`src/rtl/bpsk_pkg.sv`:
```
// Shared BPSK constants and types, used by the receiver and the transmitter.
// Carries the sample/symbol geometry, packet framing, sync word, accumulator
// width and the receiver framing FSM state type.
package bpsk_pkg;

  localparam int unsigned DATA_WIDTH         = 12;
  localparam int unsigned SAMPLES_PER_CYCLE  = 32;
  localparam int unsigned SAMPLES_PER_SYMBOL = 32;
  localparam int unsigned PACKET_WIDTH       = 8;
  localparam int unsigned SYNC_WIDTH         = 8;
  localparam logic [SYNC_WIDTH-1:0] SYNC_WORD = 8'hD5;

  localparam int unsigned ACC_WIDTH = DATA_WIDTH + $clog2(SAMPLES_PER_SYMBOL) + 2;
  localparam int unsigned CYC_CNT_W = $clog2(SAMPLES_PER_CYCLE);
  localparam int unsigned SYM_CNT_W = $clog2(SAMPLES_PER_SYMBOL);
  localparam int unsigned BIT_CNT_W = $clog2(PACKET_WIDTH + 1);

  typedef enum logic [1:0] {
    SEARCH,
    PAYLOAD,
    DELIVER
  } rx_state_e;

endpackage

```
`src/rtl/bpsk_correlator.sv`:
```
// Integrate-and-dump BPSK correlator.
// Centers offset-binary samples, multiplies by a +/-1 square reference and
// accumulates over one symbol; emits a registered hard decision per symbol.
// Ports:
//   clk, rst          clock, synchronous active-high reset
//   sample_in         ADC sample (offset binary)
//   sample_valid      sample qualifier; counters stall when low
//   bit_out           hard decision (acc >= 0 -> 1)
//   bit_valid         one-cycle strobe for bit_out
module bpsk_correlator
  import bpsk_pkg::*;
(
  input  logic                  clk,
  input  logic                  rst,
  input  logic [DATA_WIDTH-1:0] sample_in,
  input  logic                  sample_valid,
  output logic                  bit_out,
  output logic                  bit_valid
);

  logic [CYC_CNT_W-1:0]        car_cnt_q, car_cnt_d;
  logic [SYM_CNT_W-1:0]        sym_cnt_q, sym_cnt_d;
  logic signed [ACC_WIDTH-1:0] acc_q, acc_d;
  logic                        bit_out_q, bit_out_d;
  logic                        bit_valid_q, bit_valid_d;

  logic signed [DATA_WIDTH:0]  centered;
  logic signed [ACC_WIDTH-1:0] centered_ext, term, acc_sum;
  logic                        ref_pos;

  assign centered     = $signed({1'b0, sample_in}) - $signed({2'b01, {(DATA_WIDTH-1){1'b0}}});
  assign centered_ext = {{(ACC_WIDTH-DATA_WIDTH-1){centered[DATA_WIDTH]}}, centered};
  assign ref_pos      = car_cnt_q < CYC_CNT_W'(SAMPLES_PER_CYCLE / 2);
  assign term         = ref_pos ? centered_ext : -centered_ext;
  assign acc_sum      = acc_q + term;

  always_comb begin
    car_cnt_d   = car_cnt_q;
    sym_cnt_d   = sym_cnt_q;
    acc_d       = acc_q;
    bit_out_d   = bit_out_q;
    bit_valid_d = 1'b0;
    if (sample_valid) begin
      car_cnt_d = (car_cnt_q == CYC_CNT_W'(SAMPLES_PER_CYCLE - 1)) ? '0 : car_cnt_q + 1'b1;
      if (sym_cnt_q == SYM_CNT_W'(SAMPLES_PER_SYMBOL - 1)) begin
        // Decide on the sum including this last sample; zero maps to 1.
        sym_cnt_d   = '0;
        acc_d       = '0;
        bit_out_d   = ~acc_sum[ACC_WIDTH-1];
        bit_valid_d = 1'b1;
      end else begin
        sym_cnt_d = sym_cnt_q + 1'b1;
        acc_d     = acc_sum;
      end
    end
  end

  always_ff @(posedge clk) begin
    if (rst) begin
      car_cnt_q   <= '0;
      sym_cnt_q   <= '0;
      acc_q       <= '0;
      bit_out_q   <= 1'b0;
      bit_valid_q <= 1'b0;
    end else begin
      car_cnt_q   <= car_cnt_d;
      sym_cnt_q   <= sym_cnt_d;
      acc_q       <= acc_d;
      bit_out_q   <= bit_out_d;
      bit_valid_q <= bit_valid_d;
    end
  end

  assign bit_out   = bit_out_q;
  assign bit_valid = bit_valid_q;

endmodule

```
`src/rtl/bpsk_receiver.sv`:
```
// BPSK receiver: correlator plus sync hunt and packet framing.
// Hunts for SYNC_WORD (or its inverse, fixing the 180 degree ambiguity),
// collects PACKET_WIDTH payload bits and presents them on a valid/ready port.
// Optional macro BPSK_RX_DIFF_DECODE_EN: differential decode (bit XOR previous
// raw decision), sync on the decoded stream against SYNC_WORD only.
// Ports:
//   clk, rst          clock, synchronous active-high reset
//   sample_in/valid   ADC sample stream
//   packet_out/valid  recovered payload, held until accepted
//   packet_ready      downstream accept
//   bit_out/valid     raw hard decisions (no polarity correction)
//   locked            high while collecting payload bits
//   overrun           one-cycle pulse when a completed packet is dropped
module bpsk_receiver
  import bpsk_pkg::*;
(
  input  logic                    clk,
  input  logic                    rst,
  input  logic [DATA_WIDTH-1:0]   sample_in,
  input  logic                    sample_valid,
  output logic [PACKET_WIDTH-1:0] packet_out,
  output logic                    packet_valid,
  input  logic                    packet_ready,
  output logic                    bit_out,
  output logic                    bit_valid,
  output logic                    locked,
  output logic                    overrun
);

  rx_state_e               state_q, state_d;
  logic [SYNC_WIDTH-1:0]   shift_q, shift_d, shift_next;
  logic                    polarity_q, polarity_d;
  logic [BIT_CNT_W-1:0]    bit_cnt_q, bit_cnt_d;
  logic [PACKET_WIDTH-1:0] payload_q, payload_d;
  logic [PACKET_WIDTH-1:0] packet_q, packet_d;
  logic                    packet_valid_q, packet_valid_d;
  logic                    overrun_q, overrun_d;

  logic corr_bit, corr_bit_valid;
  logic corrected_bit, sync_bit, sync_hit, sync_inv_hit;

  bpsk_correlator u_corr (
    .clk          (clk),
    .rst          (rst),
    .sample_in    (sample_in),
    .sample_valid (sample_valid),
    .bit_out      (corr_bit),
    .bit_valid    (corr_bit_valid)
  );

`ifdef BPSK_RX_DIFF_DECODE_EN
  logic prev_q;
  always_ff @(posedge clk) begin
    if (rst)                 prev_q <= 1'b0;
    else if (corr_bit_valid) prev_q <= corr_bit;
  end
  // Polarity stays 0 here; the XOR keeps one datapath for both builds.
  assign corrected_bit = corr_bit ^ prev_q ^ polarity_q;
  assign sync_bit      = corrected_bit;
  assign sync_inv_hit  = 1'b0;
`else
  assign corrected_bit = corr_bit ^ polarity_q;
  assign sync_bit      = corr_bit;
  assign sync_inv_hit  = shift_next == ~SYNC_WORD;
`endif

  assign shift_next = {shift_q[SYNC_WIDTH-2:0], sync_bit};
  assign sync_hit   = shift_next == SYNC_WORD;

  // State register
  always_ff @(posedge clk) begin
    if (rst) state_q <= SEARCH;
    else     state_q <= state_d;
  end

  // Next-state logic
  always_comb begin
    state_d = state_q;
    unique case (state_q)
      SEARCH:  if (corr_bit_valid && (sync_hit || sync_inv_hit)) state_d = PAYLOAD;
      PAYLOAD: if (corr_bit_valid && bit_cnt_q == BIT_CNT_W'(PACKET_WIDTH - 1)) state_d = DELIVER;
      DELIVER: state_d = SEARCH;
      default: state_d = SEARCH;
    endcase
  end

  // Output logic
  always_comb begin
    locked = (state_q == PAYLOAD);
  end

  // Framing datapath
  always_comb begin
    shift_d        = shift_q;
    polarity_d     = polarity_q;
    bit_cnt_d      = bit_cnt_q;
    payload_d      = payload_q;
    packet_d       = packet_q;
    packet_valid_d = packet_valid_q;
    overrun_d      = 1'b0;
    if (packet_valid_q && packet_ready) packet_valid_d = 1'b0;
    if (corr_bit_valid) shift_d = shift_next;
    unique case (state_q)
      SEARCH: begin
        if (corr_bit_valid && sync_hit)          polarity_d = 1'b0;
        else if (corr_bit_valid && sync_inv_hit) polarity_d = 1'b1;
      end
      PAYLOAD: begin
        if (corr_bit_valid) begin
          payload_d = {payload_q[PACKET_WIDTH-2:0], corrected_bit};
          bit_cnt_d = bit_cnt_q + 1'b1;
        end
      end
      DELIVER: begin
        // Accepting in the same cycle frees the slot for the new packet.
        if (!packet_valid_q || packet_ready) begin
          packet_d       = payload_q;
          packet_valid_d = 1'b1;
        end else begin
          overrun_d = 1'b1;
        end
        bit_cnt_d = '0;
        shift_d   = '0;
      end
      default: ;
    endcase
  end

  always_ff @(posedge clk) begin
    if (rst) begin
      shift_q        <= '0;
      polarity_q     <= 1'b0;
      bit_cnt_q      <= '0;
      payload_q      <= '0;
      packet_q       <= '0;
      packet_valid_q <= 1'b0;
      overrun_q      <= 1'b0;
    end else begin
      shift_q        <= shift_d;
      polarity_q     <= polarity_d;
      bit_cnt_q      <= bit_cnt_d;
      payload_q      <= payload_d;
      packet_q       <= packet_d;
      packet_valid_q <= packet_valid_d;
      overrun_q      <= overrun_d;
    end
  end

  assign packet_out   = packet_q;
  assign packet_valid = packet_valid_q;
  assign overrun      = overrun_q;
  assign bit_out      = corr_bit;
  assign bit_valid    = corr_bit_valid;

endmodule
```
`config.mk`:
```
export PLATFORM = sky130hd
export DESIGN_NAME = bpsk_receiver
export DESIGN_NICKNAME = d
export VERILOG_FILES = /design/src/rtl/bpsk_pkg.sv /design/src/rtl/bpsk_correlator.sv /design/src/rtl/bpsk_receiver.sv
export SDC_FILE = /design/constraint.sdc
export NUM_CORES = 1
export LEC_CHECK = 0
export ABC_AREA = 1
export CORE_UTILIZATION = 55
export CTS_CLUSTER_SIZE = 24
export DETAILED_ROUTE_END_ITERATION = 16
export GPL_ROUTABILITY_DRIVEN = 0
export PLACE_DENSITY = 0.76
export RECOVER_POWER = 100
export SYNTH_ARGS = -nofsm -noshare
export SYNTH_HDL_FRONTEND = slang
export SYNTH_HIERARCHICAL = 1
export SYNTH_SLANG_ARGS = --single-unit
```
`constraint.sdc`:
```
create_clock -name clk -period 6.6 [get_ports clk]
set_clock_uncertainty 0.15 [all_clocks]
set_input_delay 0.66 -clock clk [delete_from_list [all_inputs] [get_ports clk]]
set_output_delay 0.66 -clock clk [all_outputs]
set_load 0.01 [all_outputs]
```
Fig. 1: run 1, logic cells by family
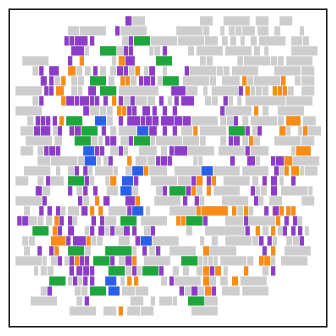
xor and xnor cells: drawn in blue, cells 12. nand cells: drawn in purple, cells 186, where all over the die. fa/ha/maj cells: drawn in green, cells 25. nor cells: drawn in orange, cells 72, where all over the die.
commonest non-fill, non-tap cell in the layout: nand2_1
Comb area share: 51.0%
final non-filler cell total: 691

Fig. 2: run 1, clock wiring as the flow saved it
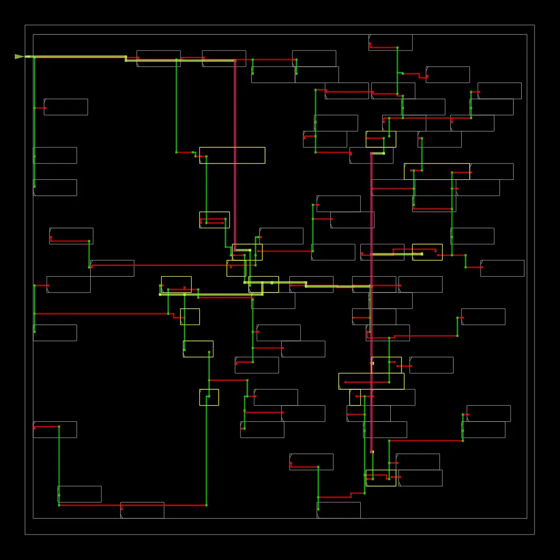
CTS Buf Count: 9
clk pwr: 414 µW
flop count: 63

==> flow_summary.ini, run 1 <==
; implementation run metrics
[synth]
synth_seq_share_pct = 32.6
synthDistinctLibCells = 37
synth.avg_cell_area_um2 = 6.90
yosys_area_um2 = 3870
synthFlopType = dfxtp_1
largest_area_cell = dfxtp_1
yosysMostFrequentCell = nand2_1
syn_area_um2 = 3870
xor_share_pct = 2.71

[global_route]
grt_overflow = 0
grt_pass1_wl_um = 14400
antenna_found_initial = 0
grt_max_degree = 32
grt_usage_pct = 24.1

[setup_path]
crit_required_ns = 6.61
endpoint = u_corr/acc_q[18]
rrSetupSlack_ns = 3.62
setup.worst_path.class = in2reg
crit_arrival_ns = 3.53
rr_startpoint = u_corr/car_cnt_q[4]
cp-start-kind = input port
r2r_cells = 13

[pwr]
switching_share_pct = 31.4
clkPwrFrac_pct = 37.7
p_leak_nw = 1.99
cell_internal_pwr_uw = 752
pwr-share-comb_pct = 24.5
pwr-share-seq_pct = 37.7
irDropWorstVdd_uv = 153

[route]
ant_nets = 0
wl_um = 8270
via_per_inst = 5.22
drt_iter0_drc = 168
dr.pass1.iters = 5
num_vias = 3608

[timing]
finalCriticalPeriod_ns = 3.52
finalCritPeriodShare_pct = 53.3
max_freq_mhz = 284
drv_slew = 32
hold_slack_ns = 0.318

[clock_network]
cts_htree_levels = 3
cts_setup_buffers = 0
clock-root-buffer = clkbuf_8
hold_buffers = 0
cts_tree = built
post_cts_resize_count = 0
cts_buffer_depth = 2

[placed_design]
dp_slack_ns = 3.15
portBuffers = 28
place_area_um2 = 4220

[outcome]
outcome = finished, violations left
violations = capacitance limit, slew limit

[final_layout]
fillCellCount = 600
nets = 631
mostFrequentLayoutCells = 137 x nand2_1, 66 x a21oi_1, 63 x dfxtp_1, 57 x inv_1, 53 x nor2_1

[floorplan]
die_y_um = 85.9
dieArea_um2 = 7380
ioPinCount = 29

[worst_hold_path]
min_path_cells = 2

[run]
maxCapViolCount = 1
Fig. 3: run 1, placement by cell class
The bar under the picture is 20 µm long. Fill, decap, tap and diode cells in gray.
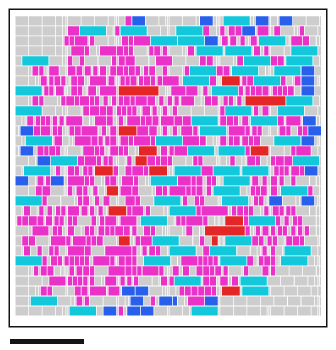
remaining logic cells: drawn in magenta, cells 487, share of their area 58%. remaining buffers and delay cells: drawn in blue, cells 29, share of their area 6.6%. clock drivers and dummy loads: drawn in red, cells 16, share of their area 5.7%. registers: drawn in cyan, cells 63, share of their area 29%.
core area: 6790 µm²
row cnt: 30
post-route core utilization: 65.1%

-- run 1: per-layer routing --
metal	part of all wire [%]	vias to the layer above	track usage (%)
met3	4.5	11	3.37
met5	0	-	0
met4	1.2	0	8.79
li1	-	1889	-
met1	46	1627	30.1
met2	49	81	42.3
-- run 1: how the worst min path moves through the flow --
stage | startpoint | to | slack [ns]
after floorplan | payload_q[2] | packet_out[2] | 0.29
after global placement | polarity_q | polarity_q | 0.30
after detailed placement | u_corr/acc_q[16] | u_corr/acc_q[16] | 0.31
after CTS | u_corr/acc_q[16] | u_corr/acc_q[16] | 0.32
after global routing | u_corr/acc_q[16] | u_corr/acc_q[16] | 0.34
final | payload_q[4] | packet_out[4] | 0.32
-- run 1: worst max-delay path, cell delays in order --
cell and delay (ns):
dlygate4sd3_1 0.56, inv_1 0.10, ha_1 0.17, nand2_1 0.10
nor2_1 0.23, a31oi_1 0.16, xor2_1 0.17, ha_1 0.36
nand2_1 0.17, nor2_1 0.16, nand3_1 0.10, nand3_1 0.19
nand2_1 0.13, nand2_2 0.08, nand2_2 0.06, nand3_2 0.08
a21oi_2 0.05
-- run 1: kinds of logic (layout without fill, tap and decap cells) --
group / after synthesis / count (layout)
flops: 63 / 63
compound gates: 118 / 118
fa+ha+maj: 25 / 25
buf+inv: 79 / 113
simple gates: 264 / 264
xor+xnor: 12 / 12
-- run 1: power by group through the flow --
stage | clock network [mW] | logic [mW] | registers (mW)
3_5_place_dp | 0 | 0.272 | 0.422
4_1_cts | 0.421 | 0.274 | 0.414
2_1_floorplan | 0 | 0.216 | 0.418
5_1_grt | 0.436 | 0.306 | 0.416
6_report | 0.414 | 0.269 | 0.414
3_3_place_gp | 0 | 0.265 | 0.422
-- run 1: cell type report --
class / count / area [µm²] / share of cell area (%)
well taps: 96 / 120 / 2.71
multi-input cells: 419 / 2260 / 51.0
clock buffers: 9 / 124 / 2.80
clock inverters: 7 / 121 / 2.74
repair buffers: 29 / 284 / 6.42
flip-flops and latches: 63 / 1260 / 28.5
inverters: 68 / 255 / 5.77
-- run 1: registers in the layout, summed over array words and instances (netlist names) --
name              flops
bit_cnt_q             4
overrun               1
packet_out            8
packet_valid          1
payload_q             8
polarity_q            1
shift_q               7
state_q               2
u_corr/acc_q         19
u_corr/bit_out        1
u_corr/bit_valid      1
u_corr/car_cnt_q      5
u_corr/sym_cnt_q      5
-- run 1: metrics by stage --
| step | util [%] | instances | total power, mW |
|---|---|---|---|
| after floorplan | - | 561 | 0.634 |
| after CTS | 65.7 | 691 | 1.11 |
| after global placement | 62.0 | 675 | 0.687 |
| final | 65.1 | 691 | 1.10 |
| after global routing | 65.1 | 691 | 1.16 |
| after detailed placement | 62.0 | 675 | 0.694 |
--- run 2 (diff from run 1) ---
--- a/config.mk
+++ b/config.mk
@@ -6,7 +6,7 @@
 export NUM_CORES = 1
 export LEC_CHECK = 0
 export ABC_AREA = 1
-export CORE_UTILIZATION = 55
+export CORE_UTILIZATION = 53
 export CTS_CLUSTER_SIZE = 24
 export DETAILED_ROUTE_END_ITERATION = 16
 export GPL_ROUTABILITY_DRIVEN = 0
==> constraint.sdc (replaced) <==
create_clock -name clk -period 2.85 [get_ports clk]
set_clock_uncertainty 0.15 [all_clocks]
set_input_delay 0.285 -clock clk [delete_from_list [all_inputs] [get_ports clk]]
set_output_delay 0.285 -clock clk [all_outputs]
set_load 0.01 [all_outputs]
Fig. 4: run 2, clock wiring as the flow saved it
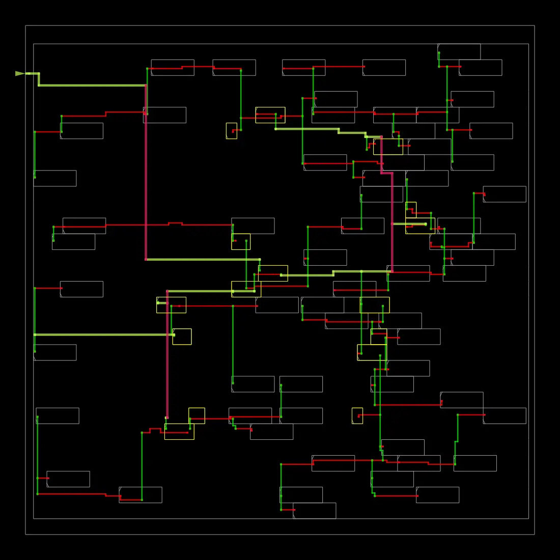
clk sinks: 63
clk pwr: 687 µW
Insertion Delay late pin: 0.34 ns
number of clock buffers in the layout: 9

==> flow_summary.ini, run 2 <==
; implementation run metrics
[outcome]
outcome = complete, no violations

[pwr]
clkPwrFrac_pct = 28.4
switching_share_pct = 35.6
pwr-share-comb_pct = 32.1
irDropWorstVdd_uv = 304
pwr-share-seq_pct = 39.5

[timing]
drv_slew = 0
max_freq_mhz = 359
finalCriticalPeriod_ns = 2.79
finalCritPeriodShare_pct = 97.8
slew_headroom_pct = 58.2
hold_slack_ns = 0.323

[setup_path]
cp_slowest_stage_delay_ns = 0.45
rrSetupSlack_ns = 0.30
cp_slowest_cell = clkdlybuf4s50_1
crit_required_ns = 2.98
crit_arrival_ns = 2.92
cp-start-kind = input port
cp_top_family = simple AND/OR/NAND/NOR gates
cp.buffers_inverters = 3
rr_startpoint = u_corr/car_cnt_q[4]
crit_top_cell = nand2_2
setup.worst_path.class = in2reg
path_cells = clkdlybuf4s50_1 -> inv_2 -> ha_2 -> nand2_2 -> nor2_4 -> a31oi_2 -> xor2_1 -> ha_1 -> nand2_2 -> buf_4 -> nor4_4 -> nand2_2 -> nand3b_1 -> nand3_1 -> a21oi_1

[route]
via_per_inst = 5.31
wl_um = 8970
ant_nets = 0
dr.pass1.iters = 4
num_vias = 3795

[placed_design]
place_area_um2 = 4390
portBuffers = 28
placed_cells = 698

[final_layout]
nets = 655
mostFrequentLayoutCells = 129 x nand2_1, 63 x a21oi_1, 63 x dfxtp_1, 55 x inv_1, 49 x nor2_1
syn_to_final_growth_pct = 20.0
comb_area_um2 = 2370
final_cells = 715
top_register = u_corr/acc_q
drive_above_1_share_pct = 17.6
largest_register_ffs = 19
fillCellCount = 601
mostFrequentLayoutCell = nand2_1
fin_util_pct = 66.9

[floorplan]
rows = 30
dieArea_um2 = 7650
ioPinCount = 29
die_y_um = 87.5
die_x_um = 87.5
fp.coreArea_um2 = 6940

[clock_network]
cts_inserted_buffers = 9
path_clk_slew_ns = 0.08
cts_buffer_depth = 2
hold_buffers = 0
cts_htree_levels = 3
cts_tree = built
clock-root-buffer = clkbuf_8

[global_route]
grt_overflow = 0
grt_max_degree = 28
grt_usage_pct = 24.6
grt_pass1_wl_um = 14800
antenna_found_initial = 0

[synth]
largest_area_cell = dfxtp_1
yosysMostFrequentCell = nand2_1
synth.avg_cell_area_um2 = 6.90
yosys_area_um2 = 3870
synthFlopType = dfxtp_1
synthDistinctLibCells = 37
syn_area_um2 = 3870
synth_seq_share_pct = 32.6

[worst_hold_path]
hp-start = u_corr/acc_q[3]
## run 2: cell count changes in the layout (fill, tap and decap cells not counted), moves of 3 or more
cell             previous run  this run
nand2_1                   137       129
o21ai_0                    37        28
a21oi_1                    66        63
a21oi_2                     8        11
buf_4                       0        25
bufinv_16                   3         0
nor2_2                      1         4
o21ai_1                     1         9
nor2_1                     53        49
clkdlybuf4s50_1            13        17
nand2_2                     7        14
dlygate4sd3_1              15        10
## run 2: worst register-to-register path: cells and delay by family (launching register included)
family	cells	cell delay, ns
AND/OR/NAND/NOR	8	1.17
flip-flops	1	0.46
adder cells (fa/ha/maj)	1	0.39
buffers and inverters	2	0.18
AND-OR/OR-AND	1	0.12
## run 2: routing by layer
metal / routed length (µm) / GRT usage (%) / share of wire (%)
met1: 4060 / 30.2 / 45
met2: 4400 / 42.2 / 49
met3: 380 / 4.64 / 4.2
met4: 120 / 9.84 / 1.3
met5: 0 / 0 / 0
## run 2: worst paths after layout
path / to / depth (start not counted)
hold reg to reg: u_corr/acc_q[3] / 2
hold / removal: u_corr/acc_q[3] / 2
setup / recovery: u_corr/acc_q[15] / 15
setup reg to reg: u_corr/acc_q[15] / 12
## run 2: logic make-up after synthesis
logic type               after synthesis  share of synthesized area [%]
AND-OR/OR-AND                        118                           16.7
XOR/XNOR                              12                           2.71
adder cells (fa/ha/maj)               25                           8.27
buffers and inverters                 79                           8.27
flip-flops                            63                           32.6
AND/OR/NAND/NOR                      264                           31.5
## run 2: area by class of cell
type                    count  area share (%)
repair buffers             53            10.1
inverters                  68            5.49
clock inverters             7            1.02
multi-input cells         419            51.0
well taps                  96            2.58
clock buffers               9            2.66
flip-flops and latches     63            27.1
## run 2: power by group through the flow
stage | sequential (mW) | clock (mW) | combinational [mW]
finish | 0.957 | 0.687 | 0.778
global route | 0.962 | 0.746 | 0.864
CTS | 0.956 | 0.708 | 0.720
detailed placement | 0.977 | 0 | 0.715
global placement | 0.975 | 0 | 0.691
floorplan | 0.967 | 0 | 0.500
## run 2: what timing repair did
action,in CTS,in global routing
resized,0,22
setup buffers,0,1
endpoints found under the setup margin,0,5
## run 2: through the flow
step           TNS, ns  power [mW]  setup slack, ns
2_1_floorplan        0        1.47            0.534
3_3_place_gp    -0.736        1.67           -0.236
3_5_place_dp     -1.32        1.69           -0.265
4_1_cts              0        2.38           0.0977
5_1_grt        -0.0499        2.57          -0.0478
6_report             0        2.42           0.0631
Power is estimated from default activity; no workload was simulated.
